===== src/rtl/inst_fetch_unit_pkg.sv =====
// Shared constants, state encoding and line-index helper for the instruction fetch unit.
package fetch_pkg;

   localparam int WORD_W         = 32;
   localparam int LINE_W         = 128;
   localparam int WORDS_PER_LINE = 4;
   localparam int LAT_CNT_W      = 3;

   typedef enum logic {
      FETCH = 1'b0,
      ISSUE = 1'b1
   } state_t;

   function automatic logic [31:0] line_index(input logic [31:0] pc);
      return {4'b0, pc[31:4]};
   endfunction

endpackage


===== src/rtl/inst_fetch_unit_if.sv =====
// Instruction-memory bus, decode handshake and execute redirect seen by the fetch unit.
interface inst_fetch_unit_if;
   import fetch_pkg::*;

   logic [31:0]       mem_addr;
   logic [LINE_W-1:0] mem_line;
   logic              redirect;
   logic [31:0]       redirect_pc;
   logic              inst_valid;
   logic              inst_ready;
   logic [WORD_W-1:0] inst;
   logic [31:0]       inst_pc;

   modport master (
      output mem_addr, inst_valid, inst, inst_pc,
      input  mem_line, redirect, redirect_pc, inst_ready
   );

   modport slave (
      input  mem_addr, inst_valid, inst, inst_pc,
      output mem_line, redirect, redirect_pc, inst_ready
   );

endinterface


===== src/rtl/inst_fetch_unit_line_buf.sv =====
// 128-bit line capture register with a 4:1 word select.
module fetch_line_buf
   import fetch_pkg::*;
(
   input  logic              clk,
   input  logic              reset,
   input  logic              load,
   input  logic [LINE_W-1:0] line_in,
   input  logic [1:0]        sel,
   output logic [WORD_W-1:0] word
);

   logic [LINE_W-1:0] line_q;

   always_ff @(posedge clk or posedge reset) begin
      if (reset)
         line_q <= '0;
      else if (load)
         line_q <= line_in;
   end

   always_comb begin
      word = line_q[31:0];
      case (sel)
         2'd0: word = line_q[31:0];
         2'd1: word = line_q[63:32];
         2'd2: word = line_q[95:64];
         2'd3: word = line_q[127:96];
         default: word = line_q[31:0];
      endcase
   end

endmodule


===== src/rtl/inst_fetch_unit.sv =====
// Instruction fetch: one line per FETCH, four words issued to decode, redirect restarts fetch.
//  state | meaning
//  FETCH | mem_addr held, waiting MEM_LATENCY edges for mem_line, then capture
//  ISSUE | line_buf word pc[3:2] offered to decode; leave after word 3 transfers
module inst_fetch_unit
   import fetch_pkg::*;
#(
   parameter logic [31:0] RESET_PC    = 32'h0000_0000,
   parameter int          MEM_LATENCY = 1
)
(
   input  logic                clk,
   input  logic                reset,
   inst_fetch_unit_if.master   bus
);

   localparam logic [31:0]          PC_RST = RESET_PC & ~32'd3;
   localparam logic [LAT_CNT_W-1:0] LAT    = LAT_CNT_W'(MEM_LATENCY);

   state_t              state, state_nx;
   logic [31:0]         pc, pc_nx;
   logic [LAT_CNT_W-1:0] lat_cnt, lat_nx;
   logic                load;
   logic                xfer;
   logic [WORD_W-1:0]   word;

   always_ff @(posedge clk or posedge reset) begin
      if (reset) begin
         state   <= FETCH;
         pc      <= PC_RST;
         lat_cnt <= '0;
      end else begin
         state   <= state_nx;
         pc      <= pc_nx;
         lat_cnt <= lat_nx;
      end
   end

   always_comb begin
      state_nx = state;
      pc_nx    = pc;
      lat_nx   = lat_cnt;
      load     = 1'b0;
      xfer     = (state == ISSUE) && bus.inst_ready;
      // Redirect wins over everything, including a same-cycle transfer and a pending capture.
      if (bus.redirect) begin
         pc_nx    = {bus.redirect_pc[31:2], 2'b00};
         state_nx = FETCH;
         lat_nx   = '0;
      end else begin
         case (state)
            FETCH: begin
               if (lat_cnt == LAT) begin
                  load     = 1'b1;
                  lat_nx   = '0;
                  state_nx = ISSUE;
               end else begin
                  lat_nx = lat_cnt + 1'b1;
               end
            end
            ISSUE: begin
               if (xfer) begin
                  pc_nx = pc + 32'd4;
                  if (pc[3:2] == 2'd3) begin
                     state_nx = FETCH;
                     lat_nx   = '0;
                  end
               end
            end
            default: state_nx = FETCH;
         endcase
      end
   end

   fetch_line_buf u_line_buf (
      .clk     (clk),
      .reset   (reset),
      .load    (load),
      .line_in (bus.mem_line),
      .sel     (pc[3:2]),
      .word    (word)
   );

   assign bus.mem_addr   = line_index(pc);
   assign bus.inst_valid = (state == ISSUE);
   assign bus.inst       = (state == ISSUE) ? word : '0;
   assign bus.inst_pc    = (state == ISSUE) ? pc : '0;

endmodule


===== src/flat_wrapper.sv =====
// flat-port wrapper written by rule: the top's interface ports become plain ports
module inst_fetch_unit_flat import fetch_pkg::*;
#(
   parameter logic [31:0] RESET_PC    = 32'h0000_0000,
   parameter int          MEM_LATENCY = 1
)
  (clk, reset, bus_mem_addr, bus_inst_valid, bus_inst, bus_inst_pc, bus_mem_line, bus_redirect, bus_redirect_pc, bus_inst_ready);
  inst_fetch_unit_if bus_i ();
  input  logic clk;
  input  logic reset;
  output wire logic [$bits(bus_i.mem_addr)-1:0] bus_mem_addr;
  output wire logic [$bits(bus_i.inst_valid)-1:0] bus_inst_valid;
  output wire logic [$bits(bus_i.inst)-1:0] bus_inst;
  output wire logic [$bits(bus_i.inst_pc)-1:0] bus_inst_pc;
  input wire logic [$bits(bus_i.mem_line)-1:0] bus_mem_line;
  input wire logic [$bits(bus_i.redirect)-1:0] bus_redirect;
  input wire logic [$bits(bus_i.redirect_pc)-1:0] bus_redirect_pc;
  input wire logic [$bits(bus_i.inst_ready)-1:0] bus_inst_ready;
  assign bus_mem_addr = bus_i.mem_addr;
  assign bus_inst_valid = bus_i.inst_valid;
  assign bus_inst = bus_i.inst;
  assign bus_inst_pc = bus_i.inst_pc;
  assign bus_i.mem_line = bus_mem_line;
  assign bus_i.redirect = bus_redirect;
  assign bus_i.redirect_pc = bus_redirect_pc;
  assign bus_i.inst_ready = bus_inst_ready;
  inst_fetch_unit #(.RESET_PC(RESET_PC), .MEM_LATENCY(MEM_LATENCY)) u_core (.clk(clk), .reset(reset), .bus(bus_i));
endmodule

===== config.mk =====
export PLATFORM = sky130hd
export DESIGN_NAME = inst_fetch_unit_flat
export DESIGN_NICKNAME = d
export VERILOG_FILES = /design/src/rtl/inst_fetch_unit_pkg.sv /design/src/rtl/inst_fetch_unit_if.sv /design/src/rtl/inst_fetch_unit_line_buf.sv /design/src/rtl/inst_fetch_unit.sv /design/src/flat_wrapper.sv
export SDC_FILE = /design/constraint.sdc
export NUM_CORES = 1
export LEC_CHECK = 0
export ABC_AREA = 1
export CAP_MARGIN = 20
export CORE_MARGIN = 2
export CORE_UTILIZATION = 46
export CTS_CLUSTER_DIAMETER = 120
export CTS_CLUSTER_SIZE = 20
export DETAILED_ROUTE_END_ITERATION = 8
export PLACE_DENSITY = 0.77
export SLEW_MARGIN = 20
export SYNTH_ARGS = -nofsm -noshare
export SYNTH_HDL_FRONTEND = slang
export SYNTH_SLANG_ARGS = --single-unit
export TNS_END_PERCENT = 20

===== constraint.sdc =====
create_clock -name clk -period 7.7 [get_ports clk]
set_input_delay 1.54 -clock clk [delete_from_list [all_inputs] [get_ports clk]]
set_output_delay 1.54 -clock clk [all_outputs]
set_load 0.03 [all_outputs]

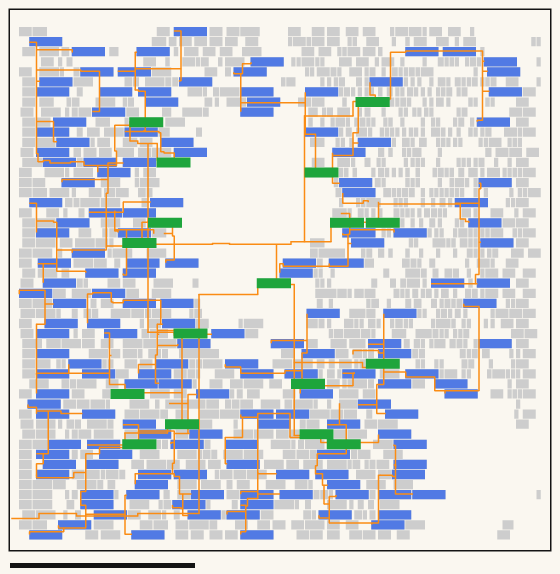
run_1/clock_map.png
Bar = 50 µm.
- blue: flip-flops (count 162)
- orange: clock wires (length 2,040 µm)
- green: cells driving clock nets (count 17)
- routed clock nets: 18
Clock Power: 0.855 mW
clk ins delay skew pair: 0.43 ns
final clock skew: 0.01445 ns

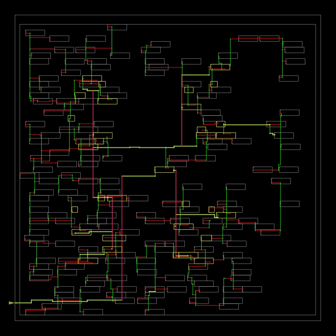
run_1/final_clocks.png
Clock Sinks: 162
layout clock buffer count: 19

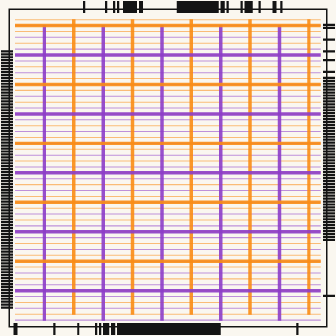
run_1/pdn.png
Pins as bars on the die edge.
- orange: VDD
- purple: VSS
- rows: 51
- met5 straps: 10
- met1 rails: 52
- signal pins: 261

## run 1: state kept, by name (all words and copies together), names as in the netlist
name / cells
u_core.u_line_buf.line_q: 128
u_core.bus.inst_valid: 1
u_core.pc: 30
u_core.lat_cnt: 3
## run 1: worst min-delay path by stage
| stage | to | slack [ns] |
|---|---|---|
| 4_1_cts | u_core.u_line_buf.line_q[31] | 0.50 |
| 3_5_place_dp | u_core.u_line_buf.line_q[31] | 0.49 |
| 5_1_grt | u_core.u_line_buf.line_q[21] | 0.52 |
| 2_1_floorplan | u_core.u_line_buf.line_q[0] | 0.48 |
| 6_report | u_core.u_line_buf.line_q[31] | 0.51 |
| 3_3_place_gp | u_core.u_line_buf.line_q[125] | 0.49 |
## run 1: logic make-up (layout without fill, tap and decap cells)
logic type	count (synthesis)	in the layout	share of synthesized area
XOR/XNOR	2	2	0.001891
flip-flops	162	162	0.4376
AND/OR/NAND/NOR	353	353	0.1565
multiplexers	128	128	0.1998
AND-OR/OR-AND	150	150	0.08833
buffers and inverters	180	389	0.1087
other	1	6	0.0004048
adder cells (fa/ha/maj)	5	5	0.006753
## run 1: critical path, stage by stage, from the launching register on
cell and delay [ns]:
dfrtp_1 0.46, inv_1 0.16, ha_1 0.22, buf_4 0.27, inv_1 0.10, buf_4 0.35
o21ai_0 0.20, a31oi_1 0.26, clkdlybuf4s50_1 0.75
## run 1: where the power goes
| group | total [mW] | leakage, nW | switching (mW) | internal (mW) |
|---|---|---|---|---|
| Sequential | 1.54 | 1.91 | 0.292 | 1.25 |
| Combinational | 2.01 | 3.54 | 0.967 | 1.04 |
| Clock | 0.855 | 0.284 | 0.379 | 0.475 |
| Total | 4.41 | 5.73 | 1.64 | 2.77 |
## run 1: through the flow
step,worst slack (ns),power [mW],area (µm²)
after detailed placement,3.293,3.546,11580
final,2.909,4.405,12180
after global placement,3.319,3.486,11580
after global routing,2.823,4.638,12180
after CTS,2.945,4.414,12180
after floorplan,1.783,3.031,9283
## run 1: layer usage
metal | share of wire | vias to the layer above | global-route usage
met2 | 0.48 | 303 | 0.3781
li1 | - | 3559 | -
met3 | 0.094 | 40 | 0.07618
met1 | 0.40 | 3592 | 0.2824
met4 | 0.024 | 0 | 0.09216
met5 | 0 | - | 0
## run 1: final cells by class
type	instances	area, µm²
clock buffer	19	452.9
clock inverter	13	141.4
fill	1633	7415
inverter	95	361.6
multi-input combinational	644	4235
sequential	162	4055
tap	265	331.6
timing repair buffer	262	2597
==> run notes, run 1 <==
run metrics: Yosys chip area 9264 µm², outcome complete, no violations, Peak VDD IR 0.0001804 V, antenna-violating nets left 0, Max Slew Vio Count 0, crit path capture type output pin, FP Util 0.4729, cell total in the yosys stat output 981, Post-Syn Instances 981, Slew @ Worst Pin 0.9592 ns, final wirelength 24.52 mm, final std cells w/o fill 1,460, Synth Seq Share 0.4376, vias in the first global route 7,415, Tightest Hold Check Type reg -> reg, max_cap viols 0, RR Endpoint u_core.u_line_buf.line_q[114], worst r2r src u_core.bus.inst_valid, Die Span X 145.9 µm, Crit. Startpoint u_core.pc[2], RSZ-0062 raised after global routing no, Root Driver clkbuf_16, CTS resizes 0, synth warn 0, IO Count 261, Max Freq 0.2087 GHz, power density cells 361.8 nW/µm², gpl congestion 0.8609, post-CTS setup buffers 0, Worst EP arrival 3.25 ns, initial antenna violation count 0, first-pass GRT wire length 39.21 mm, endpoints failing setup 0, Log Warnings 32, final net count 1,351, Setup crit end bus_inst[2], CTS H-tree lvls 4, CTS Hold Bufs 0, DPL Wire Length 16.47 mm, WHS 0.5069 ns, share of cells above drive strength 1 0.1565, DR iter-0 viols 481, number of buffers on the longest clock path 2, clk slew on worst S/H paths 0.07 ns, Top Layout Cells nand2_1 (253), clkdlybuf4s50_1 (252), dfrtp_1 (161), most numerous logic cell after layout nand2_1, WP data required 6.16 ns, Util after Layout 0.6215, ys async rst share 1.000, Startpoint Class flop, Area Overhead vs Synth 31.43%, final hold violations 0, Lkg Pwr 5.731 nW, Main synth FF type dfrtp_1, CP Class reg -> out, cts bufs inserted 17, DR DRC count 0, setup_tns 0 ns, FP Rows 51, syn avg cell area 9.443 µm², CTS tree yes, Slew HR 0.3605, vias 7,494, Cell Area, Synth 9264 µm², Total GRT Usage 0.2310, Core Area 19,590 µm², Synth top cell by count nand2_1, minimum clock period 4.791 ns, TritonRoute pass-1 iters 5, Final period util 0.6223, Yosys cell types 33, placed insts 1,428, total global routing overflow 0, Post-synth area hogs dfrtp_1 (44%), mux2_4 (18%), nand2_1 (10%), #FFs+latches synth 162, reg-to-reg setup timing slack 4.64 ns, R2R cell count 5, drt wl/cell 16.79 µm, Min-Delay Startpoint u_core.u_line_buf.line_q[31], vias per cell 5.133, n_diodes 0
run_1/metal_stack.png
Two of the layers only.
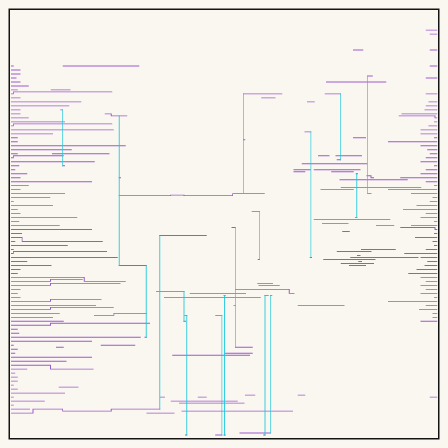

==> run 2: changes to the inputs <==
--- a/config.mk
+++ b/config.mk
@@ -8,7 +8,7 @@
 export ABC_AREA = 1
 export CAP_MARGIN = 20
 export CORE_MARGIN = 2
-export CORE_UTILIZATION = 46
+export CORE_UTILIZATION = 44
 export CTS_CLUSTER_DIAMETER = 120
 export CTS_CLUSTER_SIZE = 20
 export DETAILED_ROUTE_END_ITERATION = 8
==> constraint.sdc (replaced) <==
create_clock -name clk -period 4.1 [get_ports clk]
set_input_delay 0.82 -clock clk [delete_from_list [all_inputs] [get_ports clk]]
set_output_delay 0.82 -clock clk [all_outputs]
set_load 0.03 [all_outputs]
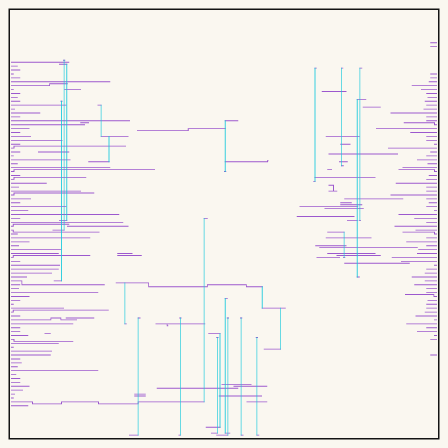
run_2/metal_stack.png
Two of the layers only.
- purple: met3 (wire length 2,270 µm)
- cyan: met4 (wire length 821 µm)

==> run 2 against run 1 <==
First-iteration DRC count down 43%. Total power up 89%. Clock skew down 0.00077 ns. Clock power grew 92%. Global-route usage is 0.51 points lower. Die size increased by 4.4%. Synthesized cell count unchanged. Routed wire length grew 0.64%.
==> run notes, run 2 <==
run metrics: Reg with most FFs u_core.u_line_buf.line_q, CTS H-tree lvls 4 (unchanged), first-pass GRT wire length 39.19 mm (about the same), total global routing overflow 0 (unchanged), clk slew on worst S/H paths 0.06 ns (about the same), final hold violations 0 (unchanged), Root Driver clkbuf_16, #FFs+latches synth 162 (unchanged), Post-synth area hogs dfrtp_1 (44%), mux2_4 (18%), nand2_1 (10%), CP peak stage delay 0.71 ns (-0.04 ns), Top Layout Cells nand2_1 (253), clkdlybuf4s50_1 (251), dfrtp_1 (161), share of cells above drive strength 1 0.1601 (+0.003648), placed insts 1,442 (+0.98%), endpoints failing setup 0 (unchanged), final std cells w/o fill 1,474 (+0.96%), vias in the first global route 7,431 (+0.22%), Startpoint Class flop, Final period util 0.9008, Design Power 8.316 mW (+89%), crit path capture type output pin, WP depth 7 (-1), Synth top cell by count nand2_1, Yosys top cell by area dfrtp_1, TritonRoute pass-1 iters 4 (-1), syn avg cell area 9.443 µm² (unchanged), Yosys cell types 33 (unchanged), Die Span X 149.1 µm (+2.2%), cell total in the yosys stat output 981 (unchanged), final net count 1,355 (+0.30%), number of buffers on the longest clock path 2 (unchanged), initial antenna violation count 0 (unchanged), n_diodes 0 (unchanged), CP max FO 25, Slowest cell on crit path clkdlybuf4s50_1, Worst EP arrival 2.87 ns (-0.38 ns), Max Freq 0.2708 GHz, crit path cell chain inv_1, ha_1, inv_1, buf_4, o21ai_0, a31oi_1, clkdlybuf4s50_1, Post-Syn Instances 981 (unchanged), Area Overhead vs Synth 32.24%, FP Rows 53 (+3.9%), Post-synth top cells nand2_1 (253), dfrtp_1 (162), mux2_4 (109), dpl ws 0.8446 ns (-2.448 ns), pin count of the biggest net entering global routing 111, EDFF count, synth 0, Tightest Hold Check Type reg -> reg, FP Util 0.4449 (-0.02799), clk ins delay skew pair 0.42 ns (about the same), hold depth 1, IO Port Bufs 252, Lkg Pwr 5.767 nW (+0.64%), Die ar. 22,230 µm², post-CTS setup buffers 0 (unchanged), power density cells 678.8 nW/µm² (+88%), final clock skew 0.01368 ns (-0.0007675 ns), WP data required 3.28 ns (-2.88 ns), CP Class reg -> out, DR iter-0 viols 272 (-43%), cell area after placement 11,640 µm² (+0.55%), vias 7,458 (-0.48%), drt wl/cell 16.74 µm (-0.32%), Peak VDD IR 0.0003163 V (+75%), Cell Area, Synth 9264 µm² (unchanged), Core Area 20,820 µm² (+6.3%), RSZ-0062 raised after global routing no, setup_tns 0 ns (unchanged), most numerous logic cell after layout nand2_1, WHS 0.5073 ns (+0.0004380 ns), Max Slew Vio Count 0 (unchanged), area share, top type 0.4376, vias per cell 5.060 (-1.4%), CP delay by family, top buffers and inverters, gpl congestion 0.8671 (+0.72%), DPL Wire Length 17.16 mm (+4.2%), Util after Layout 0.5883 (-0.03318), IO Count 261 (unchanged), Clock Sinks 162 (unchanged), Slew HR 0.4295 (+0.06899), WP buf/inv 4 (-1), cts bufs inserted 17 (unchanged), largest registers u_core.u_line_buf.line_q x128, u_core.pc x30, u_core.lat_cnt x3, Total GRT Usage 0.2259 (-0.005054), DR DRC count 0 (unchanged), Yosys chip area 9264 µm² (unchanged), max_cap viols 0 (unchanged), max reg flops 128 (unchanged), final wirelength 24.68 mm (+0.64%), R2R cell count 6 (+1), final worst slack 0.4066 ns (-2.502 ns), CTS resizes 0 (unchanged), outcome complete, no violations, Log Warnings 34 (+6.3%), Min-Delay Startpoint u_core.u_line_buf.line_q[122], Synth Seq Share 0.4376 (unchanged), CTS tree yes, Main synth FF type dfrtp_1, synth warn 0 (unchanged), CTS Hold Bufs 0 (unchanged), minimum clock period 3.693 ns, Slew @ Worst Pin 0.8557 ns (-0.1035 ns), Final Cell Area 12,250 µm² (+0.62%), worst r2r src u_core.bus.inst_valid, antenna-violating nets left 0 (unchanged), most frequent cell on the critical path inv_1, Crit. Startpoint u_core.pc[2], ys async rst share 1.000 (unchanged)
-- run 2: worst paths after layout --
kind                                                       to  slack [ns]
worst max-delay path                             bus_inst[20]        0.41
min in group asynchronous       u_core.u_line_buf.line_q[100]        0.66
worst min-delay path            u_core.u_line_buf.line_q[122]        0.51
max in group asynchronous               u_core.bus.inst_valid        2.53
worst min register to register  u_core.u_line_buf.line_q[122]        0.51
worst max register to register                   u_core.pc[4]        1.20
-- run 2: layout make-up --
class	count	area (µm²)
fill	1819	8572
multi-input combinational	644	4235
sequential	162	4055
timing repair buffer	266	2650
clock buffer	18	439.2
inverter	95	360.3
tap	275	344.1
clock inverter	14	166.4
-- run 2: cells by family after synthesis --
family,after synthesis,synth area share
AOI/OAI and AO/OA,150,0.08833
xor gates and xnor gates,2,0.001891
adders and majority gates,5,0.006753
buffers and inverters,180,0.1087
DFF,162,0.4376
muxes,128,0.1998
other,1,0.0004048
and+or+nand+nor,353,0.1565
-- run 2: where the power goes --
part           total (mW)  switching [mW]  internal [mW]
clock                1.64           0.707          0.935
combinational        3.73            1.76           1.97
sequential           2.94           0.594           2.35
-- run 2: metal layers --
| layer | share of wire | wire (µm) | GRT usage |
|---|---|---|---|
| met1 | 0.40 | 9844 | 0.2739 |
| met2 | 0.48 | 11740 | 0.3710 |
| met3 | 0.092 | 2267 | 0.07278 |
| met4 | 0.033 | 820 | 0.09619 |
| met5 | 0 | 0 | 0 |
-- run 2: worst reg2reg max path: stages, from the launching register on --
cell	delay, ns
dfrtp_2	0.80
buf_4	0.32
nand2_1	0.30
nand2_2	0.61
inv_1	0.46
a21oi_1	0.25
inv_1	0.06
run_2/cell_classes.png
Bar = 50 µm.
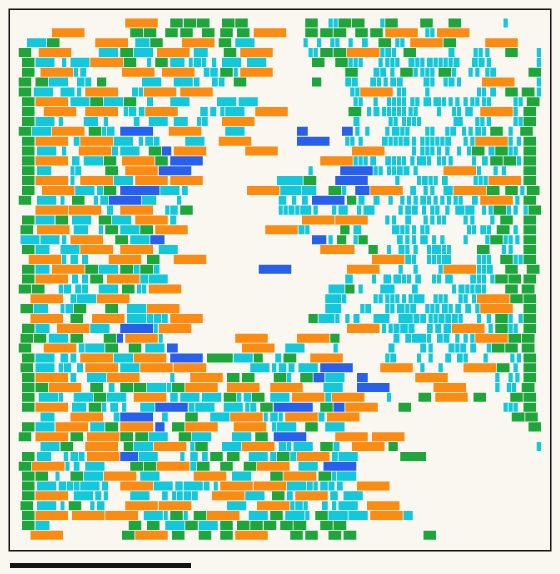

==> run 3: changes to the inputs <==
--- a/config.mk
+++ b/config.mk
@@ -8,11 +8,12 @@
 export ABC_AREA = 1
 export CAP_MARGIN = 20
 export CORE_MARGIN = 2
-export CORE_UTILIZATION = 44
+export CORE_UTILIZATION = 45
+export CTS_BUF_LIST = sky130_fd_sc_hd__clkbuf_2 sky130_fd_sc_hd__clkbuf_4 sky130_fd_sc_hd__clkbuf_8
 export CTS_CLUSTER_DIAMETER = 120
 export CTS_CLUSTER_SIZE = 20
 export DETAILED_ROUTE_END_ITERATION = 8
-export PLACE_DENSITY = 0.77
+export PLACE_DENSITY = 0.79
 export SLEW_MARGIN = 20
 export SYNTH_ARGS = -nofsm -noshare
 export SYNTH_HDL_FRONTEND = slang
==> constraint.sdc (replaced) <==
create_clock -name clk -period 3 [get_ports clk]
set_input_delay 0.6 -clock clk [delete_from_list [all_inputs] [get_ports clk]]
set_output_delay 0.6 -clock clk [all_outputs]
set_load 0.03 [all_outputs]
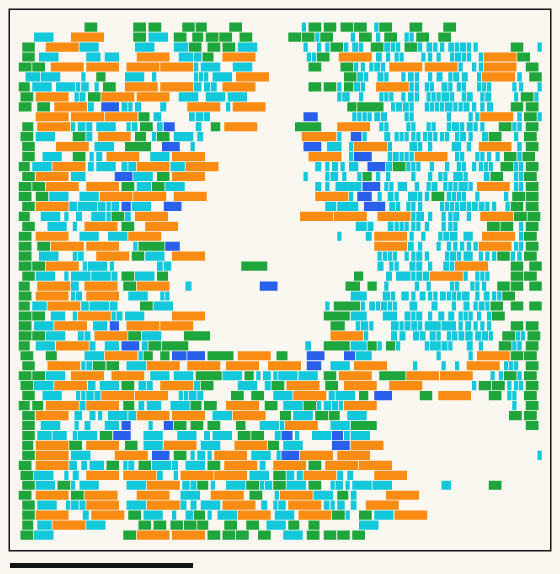
run_3/cell_classes.png
Bar = 50 µm.
- blue: clock drivers and dummy loads (cells 32; share of their area 3.2%)
- orange: flops (cells 162; share of their area 34%)
- green: other buffers and delay cells (cells 280; share of their area 24%)
- cyan: all other logic (cells 739; share of their area 39%)

==> run 3 against run 2 <==
Synthesized area unchanged. Sequential power up 35%. Synthesized cell count unchanged. Global-route usage up 0.69 points. Non-clock buffer count up 14. Critical path depth unchanged. First-iteration DRC count up 29%. Utilization up 1.7 points. Hold slack better by 0.0049 ns. Clock skew about the same. Worst setup slack worse by 0.26 ns. Clock-buffer cell count unchanged.
==> run notes, run 3 <==
run metrics: outcome complete, no violations, antenna-violating nets left 0 (unchanged), vias in the first global route 7,629 (+2.7%), Die Span X 147.5 µm (-1.1%), EDFF count, synth 0 (unchanged), GRT Max-Usage Layer met2, vias 7,605 (+2.0%), DR DRC count 0 (unchanged), Tightest Hold Check Type reg -> reg, final hold violations 0 (unchanged), total global routing overflow 0 (unchanged), Reg with most FFs u_core.u_line_buf.line_q, IO Port Bufs 252 (unchanged), Slowest cell on crit path dlygate4sd2_1, final clock skew 0.01377 ns (+0.00009590 ns), final std cells w/o fill 1,483 (+0.61%), share of cells above drive strength 1 0.1707 (+0.01052), Lkg Pwr 5.913 nW (+2.5%), endpoints failing setup 0 (unchanged), power density cells 881.0 nW/µm² (+30%), Clock Sinks 162 (unchanged), ys async rst share 1.000 (unchanged), vias per cell 5.128 (+1.4%), syn avg cell area 9.443 µm² (unchanged), RSZ-0062 raised after global routing no, clk ins delay skew pair 0.47 ns (+0.05 ns), post-CTS setup buffers 0 (unchanged), DR iter-0 viols 351 (+29%), CTS H-tree lvls 4 (unchanged), cts bufs inserted 17 (unchanged), setup_tns 0 ns (unchanged), CP peak stage delay 0.43 ns (-0.28 ns), CTS Hold Bufs 0 (unchanged), Hold Path End u_core.u_line_buf.line_q[9], minimum clock period 2.854 ns, Max Freq 0.3504 GHz, Synth top cell by count nand2_1, hold depth 1 (unchanged), Min-Delay Startpoint u_core.u_line_buf.line_q[9], Yosys top cell by area dfrtp_1, area share, top type 0.4376 (unchanged), Root Driver clkbuf_8, final net count 1,369 (+1.0%), WP data required 2.40 ns (-0.88 ns), Log Warnings 32 (-5.9%), Slew HR 0.5217 (+0.09218), CP max FO 32 (+28%), Yosys chip area 9264 µm² (unchanged), FP Util 0.4578 (+0.01293), Max Slew Vio Count 0 (unchanged), synth warn 0 (unchanged), final wirelength 24.82 mm (+0.60%), Layout fillers 1,676 (-7.9%), largest registers u_core.u_line_buf.line_q x128, u_core.pc x30, u_core.lat_cnt x3, gpl congestion 0.9172 (+5.8%), Die Y 147.5 µm, Yosys cell types 33 (unchanged), crit path cell chain inv_1, buf_4, ha_1, buf_12, a21oi_1, a31oi_1, dlygate4sd2_1, Post-synth top cells nand2_1 (253), dfrtp_1 (162), mux2_4 (109), FP Rows 52 (-1.9%), max_cap viols 0 (unchanged), Post-synth area hogs dfrtp_1 (44%), mux2_4 (18%), nand2_1 (10%), worst r2r src u_core.bus.inst_valid, R2R cell count 5 (-1), Die ar. 21,750 µm² (-2.2%), CP Class reg -> out, n_diodes 0 (unchanged), drt wl/cell 16.74 µm (about the same), Worst EP arrival 2.25 ns (-0.62 ns), Final period util 0.9514, reg-to-reg setup timing slack 1.08 ns (-0.12 ns), most numerous logic cell after layout nand2_1, first-pass GRT wire length 39.89 mm (+1.8%), Startpoint Class flop, #FFs+latches synth 162 (unchanged), DPL Wire Length 17.78 mm (+3.6%), Comb area 4235 µm² (unchanged), RR Endpoint u_core.u_line_buf.line_q[41], Core Area 20,230 µm² (-2.8%), routing usage on met3 0.07222 (-0.0005607), pin count of the biggest net entering global routing 51 (-54%), IO Count 261 (unchanged), number of buffers on the longest clock path 2 (unchanged), FF+latch area 4055 µm² (unchanged), placed insts 1,451 (+0.62%), clk slew on worst S/H paths 0.09 ns (+0.03 ns), Total GRT Usage 0.2329 (+0.006917), Peak VDD IR 0.0004722 V (+49%), max reg flops 128 (unchanged), Cell Area, Synth 9264 µm² (unchanged), Slew @ Worst Pin 0.7159 ns (-0.1398 ns), Main synth FF type dfrtp_1, CTS tree yes, TritonRoute pass-1 iters 6 (+2), met2 Resource Use GR 0.3857 (+0.01478), crit path capture type output pin, Post-Syn Instances 981 (unchanged), met1 usage 0.2881 (+0.01423), Synth Seq Share 0.4376 (unchanged), Top Layout Cells nand2_1 (253), clkdlybuf4s50_1 (220), dfrtp_1 (161), Area Overhead vs Synth 32.14% (about the same), initial antenna violation count 0 (unchanged), cell total in the yosys stat output 981 (unchanged)
## run 3: how the worst max path moves through the flow
stage	to	startpoint	slack (ns)
after floorplan	u_core.bus.inst_valid	reset	0.34
after global placement	bus_inst[19]	u_core.pc[3]	0.41
after detailed placement	bus_inst[25]	u_core.pc[2]	0.37
after CTS	bus_inst[24]	u_core.pc[2]	0.13
after global routing	bus_inst[6]	u_core.pc[2]	0.001
final	bus_inst[18]	u_core.pc[2]	0.15
## run 3: metal layers
metal	vias to the layer above	wire length (µm)
li1	3600	-
met3	44	2271
met5	-	0
met2	353	11980
met4	0	619
met1	3608	9956
## run 3: power breakdown
| group | switching [mW] | internal (mW) |
|---|---|---|
| Combinational | 2.51 | 2.74 |
| Sequential | 0.779 | 3.20 |
| Clock | 0.933 | 0.628 |
## run 3: layout make-up
class / count / area share
Sequential cell: 162 / 0.3313
Inverter: 95 / 0.02944
Multi-Input combinational cell: 644 / 0.3460
Timing Repair Buffer: 280 / 0.2347
Clock buffer: 18 / 0.01973
Tap cell: 270 / 0.02760
Clock inverter: 14 / 0.01135
## run 3: logic make-up after synthesis
family,Yosys count,share of synthesized area
xor gates and xnor gates,2,0.001891
AOI/OAI and AO/OA,150,0.08833
and+or+nand+nor,353,0.1565
adders and majority gates,5,0.006753
muxes,128,0.1998
other,1,0.0004048
DFF,162,0.4376
buffers and inverters,180,0.1087
## run 3: metrics by stage
stage | total power [mW] | cell area, µm² | hold slack [ns] | setup slack [ns] | utilization
2_1_floorplan | 7.780 | 9286 | 0.4760 | 0.3432 | -
3_3_place_gp | 9.154 | 11890 | 0.4869 | 0.4104 | 0.5877
3_5_place_dp | 9.325 | 11890 | 0.4900 | 0.3713 | 0.5877
4_1_cts | 10.82 | 12240 | 0.5151 | 0.1305 | 0.6050
5_1_grt | 11.40 | 12240 | 0.5326 | 0.001440 | 0.6050
6_report | 10.79 | 12240 | 0.5123 | 0.1458 | 0.6050
## run 3: worst max-delay path: cells and delay by family, from the launching register on
family                     cells  cell delay, ns
buffers and inverters          4            0.88
DFF                            1            0.39
AOI/OAI and AO/OA              2            0.31
adders and majority gates      1            0.20
## run 3: what timing repair did
action	in CTS	in global routing
endpoints found under the hold margin	0	0
gates resized	32	0
setup endpoints to repair	30	0
Power is estimated from default activity; no workload was simulated.
